Fig. 1: cell area per tile
The die is cut into 8 by 7 equal tiles; dark blue is low, red is high, 0 to 100% covered.
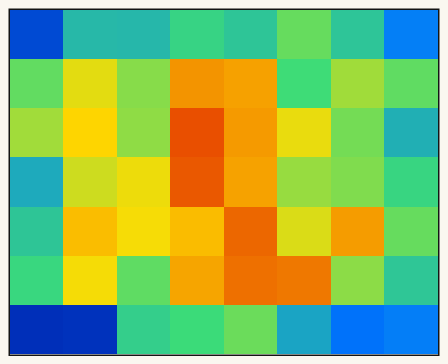
Fig. 2: logic cells by family
Bar = 20 um.
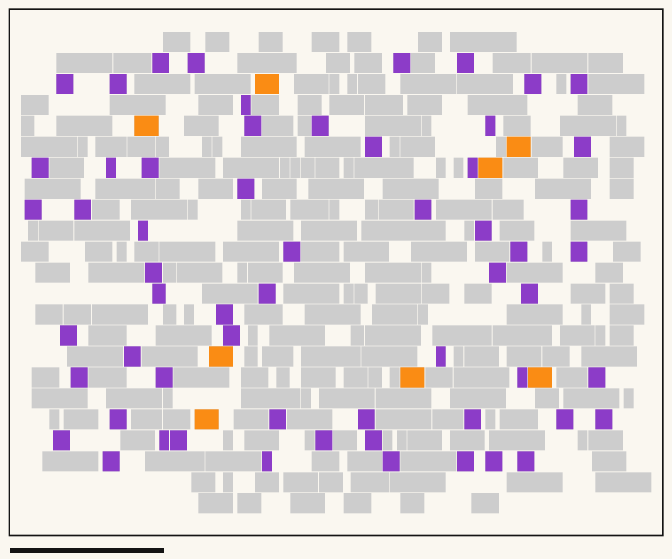
Fig. 3: wiring by layer
Bar = 20 um.
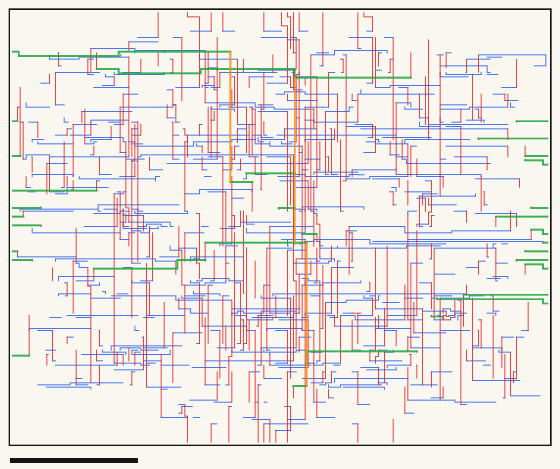
Fig. 4: clock network drawn from the DEF
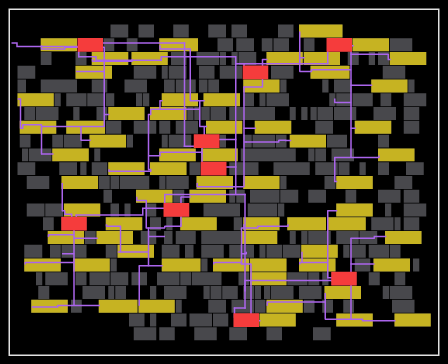
File: src/rtl/swi_debouncer_pkg.sv
// Shared constants for the switch debouncer.
package swi_debouncer_pkg;

   localparam int unsigned NBITS_TOP           = 8;
   localparam int unsigned DEBOUNCE_CYCLES_DEF = 4;

   // Counter width able to hold values 0..debounce_cycles.
   function automatic int unsigned cnt_width(input int unsigned debounce_cycles);
      return $clog2(debounce_cycles + 1);
   endfunction

endpackage

File: src/rtl/swi_debouncer_if.sv
// Switch bus and change-event handshake between the debouncer and its consumer.
interface swi_debouncer_if
   import swi_debouncer_pkg::*;
#(
   parameter int unsigned NBITS = NBITS_TOP
);

   logic [NBITS-1:0] SWI;
   logic [NBITS-1:0] swi_stable;
   logic [NBITS-1:0] swi_rise;
   logic [NBITS-1:0] swi_fall;
   logic             evt_valid;
   logic [NBITS-1:0] evt_data;
   logic             evt_ack;
   logic             evt_overflow;

   // Environment side: drives the raw switches and the acknowledge.
   modport master (
      output SWI, evt_ack,
      input  swi_stable, swi_rise, swi_fall, evt_valid, evt_data, evt_overflow
   );

   // Debouncer side.
   modport slave (
      input  SWI, evt_ack,
      output swi_stable, swi_rise, swi_fall, evt_valid, evt_data, evt_overflow
   );

endinterface

File: src/rtl/swi_debouncer_debounce_bit.sv
// One switch bit: two-flop synchronizer, stability counter and stable level.
module debounce_bit
   import swi_debouncer_pkg::*;
#(
   parameter int unsigned DEBOUNCE_CYCLES = DEBOUNCE_CYCLES_DEF
) (
   input  logic clk_2,
   input  logic reset,
   input  logic swi_in,
   output logic stable_o
);

   localparam int unsigned CW = cnt_width(DEBOUNCE_CYCLES);
   localparam logic [CW-1:0] CNT_LAST = CW'(DEBOUNCE_CYCLES - 1);

   logic          sync1_q, sync1_d;
   logic          sync2_q, sync2_d;
   logic          stable_q, stable_d;
   logic [CW-1:0] cnt_q, cnt_d;

   // Count consecutive disagreeing samples; adopt the new level on the last one.
   always_comb begin
      sync1_d  = swi_in;
      sync2_d  = sync1_q;
      stable_d = stable_q;
      cnt_d    = '0;
      if (sync2_q != stable_q) begin
         if (cnt_q == CNT_LAST) begin
            stable_d = sync2_q;
         end else begin
            cnt_d = cnt_q + CW'(1);
         end
      end
   end

   // State registers with synchronous reset.
   always_ff @(posedge clk_2) begin
      if (reset) begin
         sync1_q  <= 1'b0;
         sync2_q  <= 1'b0;
         stable_q <= 1'b0;
         cnt_q    <= '0;
      end else begin
         sync1_q  <= sync1_d;
         sync2_q  <= sync2_d;
         stable_q <= stable_d;
         cnt_q    <= cnt_d;
      end
   end

   assign stable_o = stable_q;

endmodule

File: src/rtl/swi_debouncer.sv
// Debounced switch bus with edge pulses and a single-entry change-event register.
module swi_debouncer
   import swi_debouncer_pkg::*;
#(
   parameter int unsigned NBITS           = NBITS_TOP,
   parameter int unsigned DEBOUNCE_CYCLES = DEBOUNCE_CYCLES_DEF
) (
   input logic             clk_2,
   input logic             reset,
   swi_debouncer_if.slave  bus
);

   logic [NBITS-1:0] stable_w;
   logic [NBITS-1:0] rise_w;
   logic [NBITS-1:0] fall_w;
   logic [NBITS-1:0] stable_dly_q, stable_dly_d;
   logic             evt_valid_q, evt_valid_d;
   logic [NBITS-1:0] evt_data_q, evt_data_d;
   logic             evt_ovf_q, evt_ovf_d;
   logic             change;
   logic             accept;

   // Independent per-bit debouncers.
   for (genvar i = 0; i < int'(NBITS); i++) begin : g_bit
      debounce_bit #(
         .DEBOUNCE_CYCLES (DEBOUNCE_CYCLES)
      ) u_bit (
         .clk_2    (clk_2),
         .reset    (reset),
         .swi_in   (bus.SWI[i]),
         .stable_o (stable_w[i])
      );
   end

   assign rise_w = stable_w & ~stable_dly_q;
   assign fall_w = ~stable_w & stable_dly_q;

   // Event register: a change loads a snapshot; an unacked overwrite flags overflow.
   always_comb begin
      stable_dly_d = stable_w;
      evt_valid_d  = evt_valid_q;
      evt_data_d   = evt_data_q;
      evt_ovf_d    = evt_ovf_q;
      change       = |(rise_w | fall_w);
      accept       = evt_valid_q & bus.evt_ack;
      if (change) begin
         evt_valid_d = 1'b1;
         evt_data_d  = stable_w;
      end else if (accept) begin
         evt_valid_d = 1'b0;
      end
      if (accept) begin
         evt_ovf_d = 1'b0;
      end else if (change && evt_valid_q) begin
         evt_ovf_d = 1'b1;
      end
   end

   // Event and edge-detect registers with synchronous reset.
   always_ff @(posedge clk_2) begin
      if (reset) begin
         stable_dly_q <= '0;
         evt_valid_q  <= 1'b0;
         evt_data_q   <= '0;
         evt_ovf_q    <= 1'b0;
      end else begin
         stable_dly_q <= stable_dly_d;
         evt_valid_q  <= evt_valid_d;
         evt_data_q   <= evt_data_d;
         evt_ovf_q    <= evt_ovf_d;
      end
   end

   assign bus.swi_stable   = stable_w;
   assign bus.swi_rise     = rise_w;
   assign bus.swi_fall     = fall_w;
   assign bus.evt_valid    = evt_valid_q;
   assign bus.evt_data     = evt_data_q;
   assign bus.evt_overflow = evt_ovf_q;

endmodule

File: src/flat_wrapper.sv
// flat-port wrapper written by rule: the top's interface ports become plain ports
module swi_debouncer_flat import swi_debouncer_pkg::*;
#(
   parameter int unsigned NBITS           = NBITS_TOP,
   parameter int unsigned DEBOUNCE_CYCLES = DEBOUNCE_CYCLES_DEF
)
  (clk_2, reset, bus_SWI, bus_evt_ack, bus_swi_stable, bus_swi_rise, bus_swi_fall, bus_evt_valid, bus_evt_data, bus_evt_overflow);
  swi_debouncer_if #(.NBITS(NBITS)) bus_i ();
  input logic clk_2;
  input logic reset;
  input wire logic [$bits(bus_i.SWI)-1:0] bus_SWI;
  input wire logic [$bits(bus_i.evt_ack)-1:0] bus_evt_ack;
  output wire logic [$bits(bus_i.swi_stable)-1:0] bus_swi_stable;
  output wire logic [$bits(bus_i.swi_rise)-1:0] bus_swi_rise;
  output wire logic [$bits(bus_i.swi_fall)-1:0] bus_swi_fall;
  output wire logic [$bits(bus_i.evt_valid)-1:0] bus_evt_valid;
  output wire logic [$bits(bus_i.evt_data)-1:0] bus_evt_data;
  output wire logic [$bits(bus_i.evt_overflow)-1:0] bus_evt_overflow;
  assign bus_i.SWI = bus_SWI;
  assign bus_i.evt_ack = bus_evt_ack;
  assign bus_swi_stable = bus_i.swi_stable;
  assign bus_swi_rise = bus_i.swi_rise;
  assign bus_swi_fall = bus_i.swi_fall;
  assign bus_evt_valid = bus_i.evt_valid;
  assign bus_evt_data = bus_i.evt_data;
  assign bus_evt_overflow = bus_i.evt_overflow;
  swi_debouncer #(.NBITS(NBITS), .DEBOUNCE_CYCLES(DEBOUNCE_CYCLES)) u_core (.clk_2(clk_2), .reset(reset), .bus(bus_i));
endmodule
File: config.mk
export PLATFORM = sky130hd
export DESIGN_NAME = swi_debouncer_flat
export DESIGN_NICKNAME = d
export VERILOG_FILES = /design/src/rtl/swi_debouncer_pkg.sv /design/src/rtl/swi_debouncer_if.sv /design/src/rtl/swi_debouncer_debounce_bit.sv /design/src/rtl/swi_debouncer.sv /design/src/flat_wrapper.sv
export SDC_FILE = /design/constraint.sdc
export NUM_CORES = 1
export LEC_CHECK = 0
export CAP_MARGIN = 10
export CORE_ASPECT_RATIO = 0.8
export CORE_UTILIZATION = 50
export CTS_CLUSTER_DIAMETER = 50
export DETAILED_ROUTE_END_ITERATION = 7
export HOLD_SLACK_MARGIN = 0.06
export PLACE_DENSITY = 0.76
export SLEW_MARGIN = 20
export SYNTH_ARGS = -nofsm -noshare
export SYNTH_HDL_FRONTEND = slang
export SYNTH_SLANG_ARGS = --single-unit
export TNS_END_PERCENT = 100
File: constraint.sdc
create_clock -name clk_2 -period 1.63 [get_ports clk_2]
set_input_delay 0.2445 -clock clk_2 [delete_from_list [all_inputs] [get_ports clk_2]]
set_output_delay 0.2445 -clock clk_2 [all_outputs]
set_load 0.02 [all_outputs]
==> changes_impl.md <==
## Flow update

* Cells on Worst Hold Path at 3
* GRT Residual Overflow at 0
* Row count at 23
* Sequential Power Share at a little over half
* Floorplan core density at 53.3%
* Violations in the final reports: DRC
* Dominant flop cell: dfxtp_1
* Worst skew pair latency at 0.34 ns
* Synth Area in Adders at 14.7%
* Place WS at -0.0486 ns
* Final Worst Setup Slack at 0.0702 ns
* P_comb at about 0.090 mW
* Vert. Die Dim at 68.1 um
* CP endpoint kind: primary output
* CTS sink cnt at around 66
* Setup TNS at 0 ns
* XORs/XNORs by Area at 2.57%
* Tot Pwr at 3.05 mW
* Fin util at 67.0%
* P_seq at 1.65 mW
* Internal power at 2.42 mW
* Area Overhead vs Synth at 25.7%
* Delay-heaviest family, CP: buffers and inverters
* Met2 usage at 26.8%
* Crit path capture: bus_evt_data[2]
* Vias per inst at roughly 4.7
* Final net count at 343
* Final setup fails at 0
* Final ANT Viol Nets at 0
* Ports at about 45
* Worst Path Required at 1.39 ns
* Clock Tree Root: clkbuf_8
* Port buffer count at 44
* Share of total power in combinational logic at 3.0%
* Clock Skew at 0.00836 ns
* Asr flop ratio synth at 0%
* Bufs and invs on worst path at 1
* Mapped Area at 2730 sq um
* CP max FO at 2
* And-or/or-and share of the synthesized area at 4.81%
* Net count after synthesis at 300
* Vias in the first global route at 1569
* Min-delay worst type: in -> reg
* Crit-path slowest cell: clkdlybuf4s50_1
* Clock Pin Slew Worst Setup and Hold Paths at 0.07 ns
* Crit path largest cell delay at 0.64 ns
* Ys flops at 66
* Net Sw Frac at 20.5%
* # hold bufs at CTS at 0
* Top cells excl fill/tap: dfxtp_1 (58), inv_1 (41), ha_1 (32)
* Largest net degree at the start of global routing at 51
* Power density cells at 888 nW/um^2
* Leakage at 1.52 nW
* TritonCTS clock tree: built
* GR peak layer: met2
* Main logic family: simple AND/OR/NAND/NOR gates
* Num CTS Buffers at 9
* Layout cells sized above 1 at 21.1%
* Dominant cell area share at around half
* Fin Hold WS at 0.339 ns
* Number of enable flip-flop cells at 0
* Tool Warnings at 34
* Post-CTS Setup Bufs at 0
* Starting DRT DRC Count at between 40 and 50
* Final worst path period share at 95.7%
* Metal-1 WL at 2000 um
* Worst slew pin tran at roughly 0.34 ns
* Pwr top: registers
* DR top layer: met4
* Final Cell Area at roughly 3400 sq um
* Clk pwr share at 43.0%
* Post-Syn Instances at 257
* Number of synthesis warnings at 0
* DRC violations left at 4
* Commonest cells post-synth: dfxtp_1 (66), inv_1 (41), ha_1 (32), nor2b_1 (25), nor2_2 (24)
* GPL Wtd Cong at 0.692
* Outcome: complete, but fails checks
* Critical Path Start Type: register
* DP Area at 3160 sq um
* Post-synth seq share at 48.4%
* Chip area in the Yosys report at 2730 sq um
* VDD IR max at 593 uV
* Cells along the critical path: clkdlybuf4s50_1
* Core area at 5120 sq um
* Number of cells in Yosys stat at 257
* Worst setup path startpoint: u_core.bus.evt_data[2]
* GRT met1 Usage at a little under a fifth
* Simple-Gate Area Share at 17.2%
* CTS H-tree lvls at 3
* Placed cells at 349
* Clock distribution power at 1.31 mW
* Worst path arrival time at 1.32 ns
* Top cells by area: dfxtp_1 (48%), ha_1 (15%), nor2b_1 (5.7%)
* Worst reg-to-reg path cell count at 5
* Max_cap viols at 0
* Routed met2 length at ~2000 um
* FMAX at ~0.64 GHz
* Synth top cell by count: dfxtp_1
* Mux frac, synth at 2.93%
* Slew Limit Headroom at 77.0%
* Type of the worst setup path: reg -> out
* Critical Path Stages at 1
* Mean Syn Cell Area at 10.6 sq um
* GRT Total Usage at about 17%
* Cell resize tally after clock tree synthesis at 25
* Post-DP HPWL at approximately 2800 um
* Die W at 84.6 um
* Sw power at 0.625 mW
* Worst hold path startpoint: reset
* Hold EP: u_core.g_bit[3].u_bit.stable_o
Back to the opening pictures, Fig. 1:
The densest ninth of the die: middle. The mean over all tiles is 58%. The fullest tile reaches 91%.

Back to the opening pictures, Fig. 2:
Orange stands for XOR/XNOR gates, cells 8. Purple stands for NOR gates, cells 59, where widely spread.
Top cell excl fill/tap: dfxtp_1
Finished Layout Cells: 366
Comb/total area: 34.7%

Back to the opening pictures, Fig. 3:
Blue stands for metal 1, wire length 2000 um. Green stands for metal 3, wire length 274 um. Orange stands for metal 4, wire length 68.7 um. Red stands for metal 2, wire length 2000 um.
total routed wirelength: 4350 um
routed via count: 1721
Wirelength per Cell: 11.9 um

Back to the opening pictures, Fig. 4:
Yellow stands for flip-flops, count 66. Red stands for clock drivers, count 9. Purple stands for clock wires, length 783 um.
There are 10 routed clock nets. Position of the flops: widely spread.

==> state kept, by name (all words and copies together), names as in the netlist <==
| name | cells |
|---|---|
| u_core.g_bit.u_bit.cnt_q | 24 |
| u_core.bus.evt_data | 8 |
| u_core.g_bit.u_bit.sync1_q | 8 |
| u_core.g_bit.u_bit.sync2_q | 8 |
| u_core.g_bit.u_bit.stable_o | 8 |
| u_core.bus.evt_valid | 1 |
| u_core.bus.evt_overflow | 1 |
| u_core.stable_dly_q | 8 |
==> layout make-up <==
cell class | count | area, sq um
inverters | 41 | 154
flip-flops and latches | 66 | 1330
clock buffers | 12 | 145
repair buffers | 47 | 490
clock inverters | 3 | 40.0
fillers | 417 | 1690
multi-input cells | 135 | 1190
well taps | 62 | 77.6
Power and IR drop assume default switching activity.
